## src/rtl/fsb_axil_pkg.sv

```systemverilog
// rtl/fsb_axil_pkg.sv - shared FSB packet layouts, opcodes and AXI-Lite widths
package fsb_axil_pkg;

  localparam logic [3:0] op_write     = 4'h1;
  localparam logic [3:0] op_read      = 4'h2;
  localparam logic [3:0] op_read_rsp  = 4'h3;
  localparam logic [3:0] op_write_ack = 4'h4;

  localparam int axil_addr_w = 32;
  localparam int axil_data_w = 32;
  localparam int axil_strb_w = 4;
  localparam int axil_resp_w = 2;

  typedef struct packed {
    logic [3:0]             opcode;
    logic [3:0]             tag;
    logic [axil_strb_w-1:0] wstrb;
    logic [3:0]             rsvd;
    logic [axil_addr_w-1:0] addr;
    logic [axil_data_w-1:0] wdata;
  } req_pkt_t;

  typedef struct packed {
    logic [3:0]             opcode;
    logic [3:0]             tag;
    logic [axil_resp_w-1:0] resp;
    logic [37:0]            zero;
    logic [axil_data_w-1:0] rdata;
  } rsp_pkt_t;

  typedef enum logic [2:0] {
    st_idle,
    st_wr,
    st_wr_b,
    st_rd_a,
    st_rd_r,
    st_rsp
  } state_e;

  function automatic rsp_pkt_t make_rsp(input logic [3:0] op, input logic [3:0] tag,
                                        input logic [axil_resp_w-1:0] resp,
                                        input logic [axil_data_w-1:0] data);
    rsp_pkt_t r;
    r.opcode = op;
    r.tag    = tag;
    r.resp   = resp;
    r.zero   = '0;
    r.rdata  = data;
    return r;
  endfunction

endpackage

```

## src/rtl/fsb_to_axil_master.sv

```systemverilog
// rtl/fsb_to_axil_master.sv - FSB request packets to single AXI-Lite master transactions
module fsb_to_axil_master
  import fsb_axil_pkg::*;
#(
  parameter int fsb_width_p = 80,
  parameter bit write_ack_p = 1'b1
) (
  input  logic                   clk_i,
  input  logic                   reset_n_i,
  input  logic                   fsb_v_i,
  input  logic [fsb_width_p-1:0] fsb_data_i,
  output logic                   fsb_yumi_o,
  output logic                   fsb_v_o,
  output logic [fsb_width_p-1:0] fsb_data_o,
  input  logic                   fsb_ready_i,
  output logic [31:0]            m_axil_awaddr_o,
  output logic                   m_axil_awvalid_o,
  input  logic                   m_axil_awready_i,
  output logic [31:0]            m_axil_wdata_o,
  output logic [3:0]             m_axil_wstrb_o,
  output logic                   m_axil_wvalid_o,
  input  logic                   m_axil_wready_i,
  input  logic [1:0]             m_axil_bresp_i,
  input  logic                   m_axil_bvalid_i,
  output logic                   m_axil_bready_o,
  output logic [31:0]            m_axil_araddr_o,
  output logic                   m_axil_arvalid_o,
  input  logic                   m_axil_arready_i,
  input  logic [31:0]            m_axil_rdata_i,
  input  logic [1:0]             m_axil_rresp_i,
  input  logic                   m_axil_rvalid_i,
  output logic                   m_axil_rready_o,
  output logic [7:0]             err_cnt_o
);

  state_e                 state_q, state_n;
  req_pkt_t               req;
  logic [3:0]             tag_q, tag_n;
  logic                   aw_n, w_n, ar_n, b_n, r_n, fsb_v_n;
  logic [31:0]            awaddr_n, wdata_n, araddr_n;
  logic [3:0]             wstrb_n;
  logic [fsb_width_p-1:0] fsb_data_n;
  logic [7:0]             err_n;
  logic                   unused_rsvd;

  assign req         = fsb_data_i;
  assign unused_rsvd = ^req.rsvd;
  assign fsb_yumi_o  = (state_q == st_idle) && fsb_v_i;

  // Every AXI-facing valid/ready is computed here and registered below, so
  // no AXI input reaches an AXI output within the same cycle.
  always_comb begin
    state_n    = state_q;
    tag_n      = tag_q;
    aw_n       = m_axil_awvalid_o;
    w_n        = m_axil_wvalid_o;
    ar_n       = m_axil_arvalid_o;
    b_n        = m_axil_bready_o;
    r_n        = m_axil_rready_o;
    fsb_v_n    = fsb_v_o;
    awaddr_n   = m_axil_awaddr_o;
    wdata_n    = m_axil_wdata_o;
    wstrb_n    = m_axil_wstrb_o;
    araddr_n   = m_axil_araddr_o;
    fsb_data_n = fsb_data_o;
    err_n      = err_cnt_o;
    unique case (state_q)
      st_idle: begin
        if (fsb_v_i) begin
          tag_n = req.tag;
          if (req.opcode == op_write) begin
            state_n  = st_wr;
            aw_n     = 1'b1;
            w_n      = 1'b1;
            awaddr_n = req.addr;
            wdata_n  = req.wdata;
            wstrb_n  = req.wstrb;
          end else if (req.opcode == op_read) begin
            state_n  = st_rd_a;
            ar_n     = 1'b1;
            araddr_n = req.addr;
          end else if (err_cnt_o != 8'hFF) begin
            err_n = err_cnt_o + 8'd1;
          end
        end
      end
      st_wr: begin
        aw_n = m_axil_awvalid_o && !m_axil_awready_i;
        w_n  = m_axil_wvalid_o && !m_axil_wready_i;
        if (!aw_n && !w_n) begin
          state_n = st_wr_b;
          b_n     = 1'b1;
        end
      end
      st_wr_b: begin
        if (m_axil_bvalid_i) begin
          b_n = 1'b0;
          if (write_ack_p) begin
            state_n    = st_rsp;
            fsb_v_n    = 1'b1;
            fsb_data_n = make_rsp(op_write_ack, tag_q, m_axil_bresp_i, 32'h0);
          end else begin
            state_n = st_idle;
          end
        end
      end
      st_rd_a: begin
        if (m_axil_arready_i) begin
          state_n = st_rd_r;
          ar_n    = 1'b0;
          r_n     = 1'b1;
        end
      end
      st_rd_r: begin
        if (m_axil_rvalid_i) begin
          state_n    = st_rsp;
          r_n        = 1'b0;
          fsb_v_n    = 1'b1;
          fsb_data_n = make_rsp(op_read_rsp, tag_q, m_axil_rresp_i, m_axil_rdata_i);
        end
      end
      st_rsp: begin
        if (fsb_ready_i) begin
          state_n = st_idle;
          fsb_v_n = 1'b0;
        end
      end
      default: state_n = st_idle;
    endcase
  end

  always_ff @(posedge clk_i or negedge reset_n_i) begin
    if (!reset_n_i) begin
      state_q          <= st_idle;
      tag_q            <= '0;
      m_axil_awvalid_o <= 1'b0;
      m_axil_wvalid_o  <= 1'b0;
      m_axil_arvalid_o <= 1'b0;
      m_axil_bready_o  <= 1'b0;
      m_axil_rready_o  <= 1'b0;
      fsb_v_o          <= 1'b0;
      m_axil_awaddr_o  <= '0;
      m_axil_wdata_o   <= '0;
      m_axil_wstrb_o   <= '0;
      m_axil_araddr_o  <= '0;
      fsb_data_o       <= '0;
      err_cnt_o        <= '0;
    end else begin
      state_q          <= state_n;
      tag_q            <= tag_n;
      m_axil_awvalid_o <= aw_n;
      m_axil_wvalid_o  <= w_n;
      m_axil_arvalid_o <= ar_n;
      m_axil_bready_o  <= b_n;
      m_axil_rready_o  <= r_n;
      fsb_v_o          <= fsb_v_n;
      m_axil_awaddr_o  <= awaddr_n;
      m_axil_wdata_o   <= wdata_n;
      m_axil_wstrb_o   <= wstrb_n;
      m_axil_araddr_o  <= araddr_n;
      fsb_data_o       <= fsb_data_n;
      err_cnt_o        <= err_n;
    end
  end

endmodule
```

## config.mk

```make
export PLATFORM = sky130hd
export DESIGN_NAME = fsb_to_axil_master
export DESIGN_NICKNAME = d
export VERILOG_FILES = /design/src/rtl/fsb_axil_pkg.sv /design/src/rtl/fsb_to_axil_master.sv
export SDC_FILE = /design/constraint.sdc
export NUM_CORES = 1
export LEC_CHECK = 0
export CAP_MARGIN = 20
export CORE_ASPECT_RATIO = 0.9
export CORE_MARGIN = 2
export CORE_UTILIZATION = 30
export CTS_CLUSTER_DIAMETER = 40
export DETAILED_ROUTE_END_ITERATION = 7
export GPL_TIMING_DRIVEN = 0
export PLACE_DENSITY = 0.65
export SLEW_MARGIN = 10
export SYNTH_ARGS = -nofsm -noshare
export SYNTH_HDL_FRONTEND = slang
export SYNTH_SLANG_ARGS = --single-unit
```

## constraint.sdc

```tcl
create_clock -name clk_i -period 2.3 [get_ports clk_i]
set_input_delay 0.23 -clock clk_i [delete_from_list [all_inputs] [get_ports clk_i]]
set_output_delay 0.23 -clock clk_i [all_outputs]
set_load 0.01 [all_outputs]
```

**Cell outlines without signal wires**

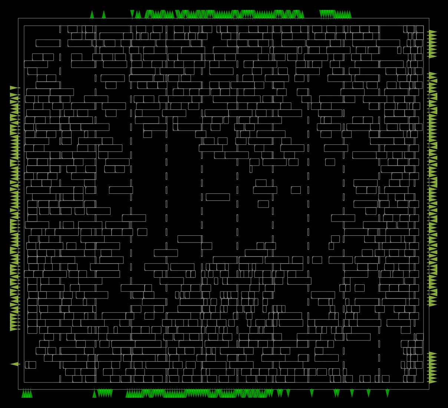
area of the core: 21600 um2
count of inserted tapcells: 291
non-filler cells, final: 1099

**Zoomed window**

Region (110, 98) to (130, 118) um. Cells in grey, sequential cells in the stronger grey; small squares are vias.
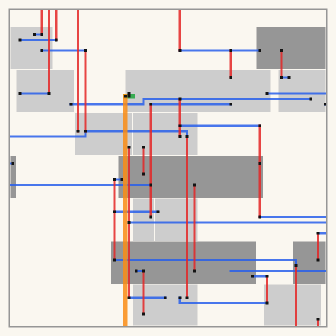
Key: green = met3; blue = met1; orange = met4; red = met2
Sequential cells in the window: 2. Most frequent: mux2_2 (4), clkdlybuf4s50_1 (3), dfrtp_1 (2). 12 logic cells have their middle in the window. Netlist names of flops here include `m_axil_araddr_o` (2).

**Cell sizes after repair**

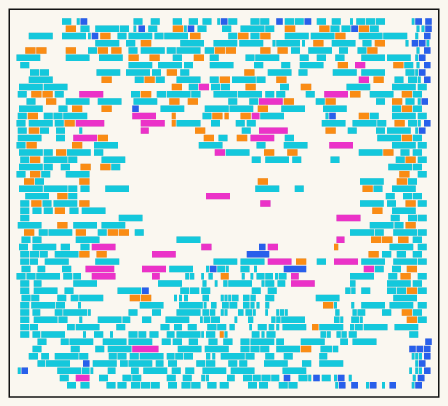
Key: cyan = drive 1 or less [cells 607, most used clkdlybuf4s50_1]; magenta = drive 6 and up [cells 35, most used clkbuf_16]; orange = drive 2 [cells 118, most used mux2_2]; blue = drive 3 to 4 [cells 47, most used buf_4]
non-clock buffer instance count of the final layout: 341
area growth from synthesis to final layout: 59.9%

**Cell density map**

16 x 14 tiles, from white (low) to dark blue (high), 0 to 100% covered.
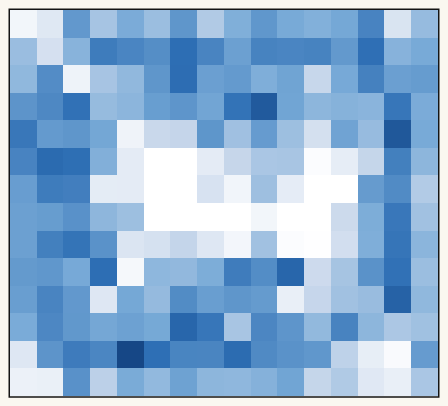
The mean over all tiles is 44%. The fullest tile reaches 91%. The emptiest ninth of the die: middle. 6.7% of the tiles are nearly empty. 4.5% of the tiles are over 75% full.
effective utilization at floorplan: 30.5%
Util after Layout: 48.7%

==> highlights.md <==
Clock network
• maximum number of buffers from clock root to sink: 2
• CTS clk-pin slew, worst paths: 0.07 ns
• Late-Pin Clk Latency: 0.42 ns
• Post-CTS Hold Buffers: 1
• clock root buffer: clkbuf_16
• setup repair bufs after CTS: 2
• depth of the CTS H-tree: 4

Finish
• flip-flop and latch count: 161
• register cell area after layout: 4030 um2
• fraction of standard cell area in multi-input logic: 21.2%
• Non-clock buffers, area share: 31.0%
• largest register by flop count: fsb_data_o
• sequential cell area share: 38.4%
• biggest area consumer among cell classes: registers

Power and ir drop
• sequential group power: 4860 uW
• Lkg Pwr: 0.00475 uW
• fraction of power consumed by the clock network: 21.8%
• cell internal power dissipation: 9410 uW
• Comb pwr share: 42.2%
• Flop pwr share: 36.0%

Logic synthesis
• area of the synthesized netlist per yosys stat: 6570 um2
• XOR/XNOR Fraction of Synth Area: 0.667%
• dominant combinational cell family by area after synthesis: multiplexers
• main flop type after synthesis: dfrtp_1
• Synth top cells by count: dfrtp_1 (161), mux2_2 (110), buf_4 (40), a22o_1 (33), nand2_1 (14)
• Adders+Majority by Area: 0.191%
• AO/OA Area Share: 7.13%
• Mux area share: 19.3%
• yosys cell count: 457
• flops out of synthesis: 161
• Synthesis Warnings: 0
• fraction of post-synthesis cell area in the top cell type by area: 61.3%

STA
• Final TNS setup: 0 ns
• final setup slack of the worst path: 0.207 ns
• final setup skew: 0.00691 ns
• endpoints failing setup: 0
• peak clock frequency supported by timing: 0.478 GHz

Placement
• routability congestion estimate: 0.802
• placed instance area: 9870 um2
• quantity of I/O buffers inserted on ports: 276
• DPL Wire Length: 12.6 mm

Floorplanning
• height of the die: 144 um

Critical path
• highest cell delay on the worst timing path: 0.46 ns
• Buf/Inv on CP: 2
• Setup crit start kind: register
• data required time at the worst endpoint: 2.60 ns
• category of the most critical setup path: register to register
• Stages on worst setup path: 5

Status
• result of the run: finished clean

Global route
• most crowded layer after global routing: met2
• number of global-route vias before repair: 4753
• maximum number of pins on one net before global-route repair: 96
• GRT Residual Overflow: 0

Drt
• Routed wire per std cell: 15.4 um
• total detailed-routing wirelength: 17.0 mm

Min path
• Hold Path Class: input pin to async pin

Power figures rest on the tool's default switching activity, not on a simulated workload.
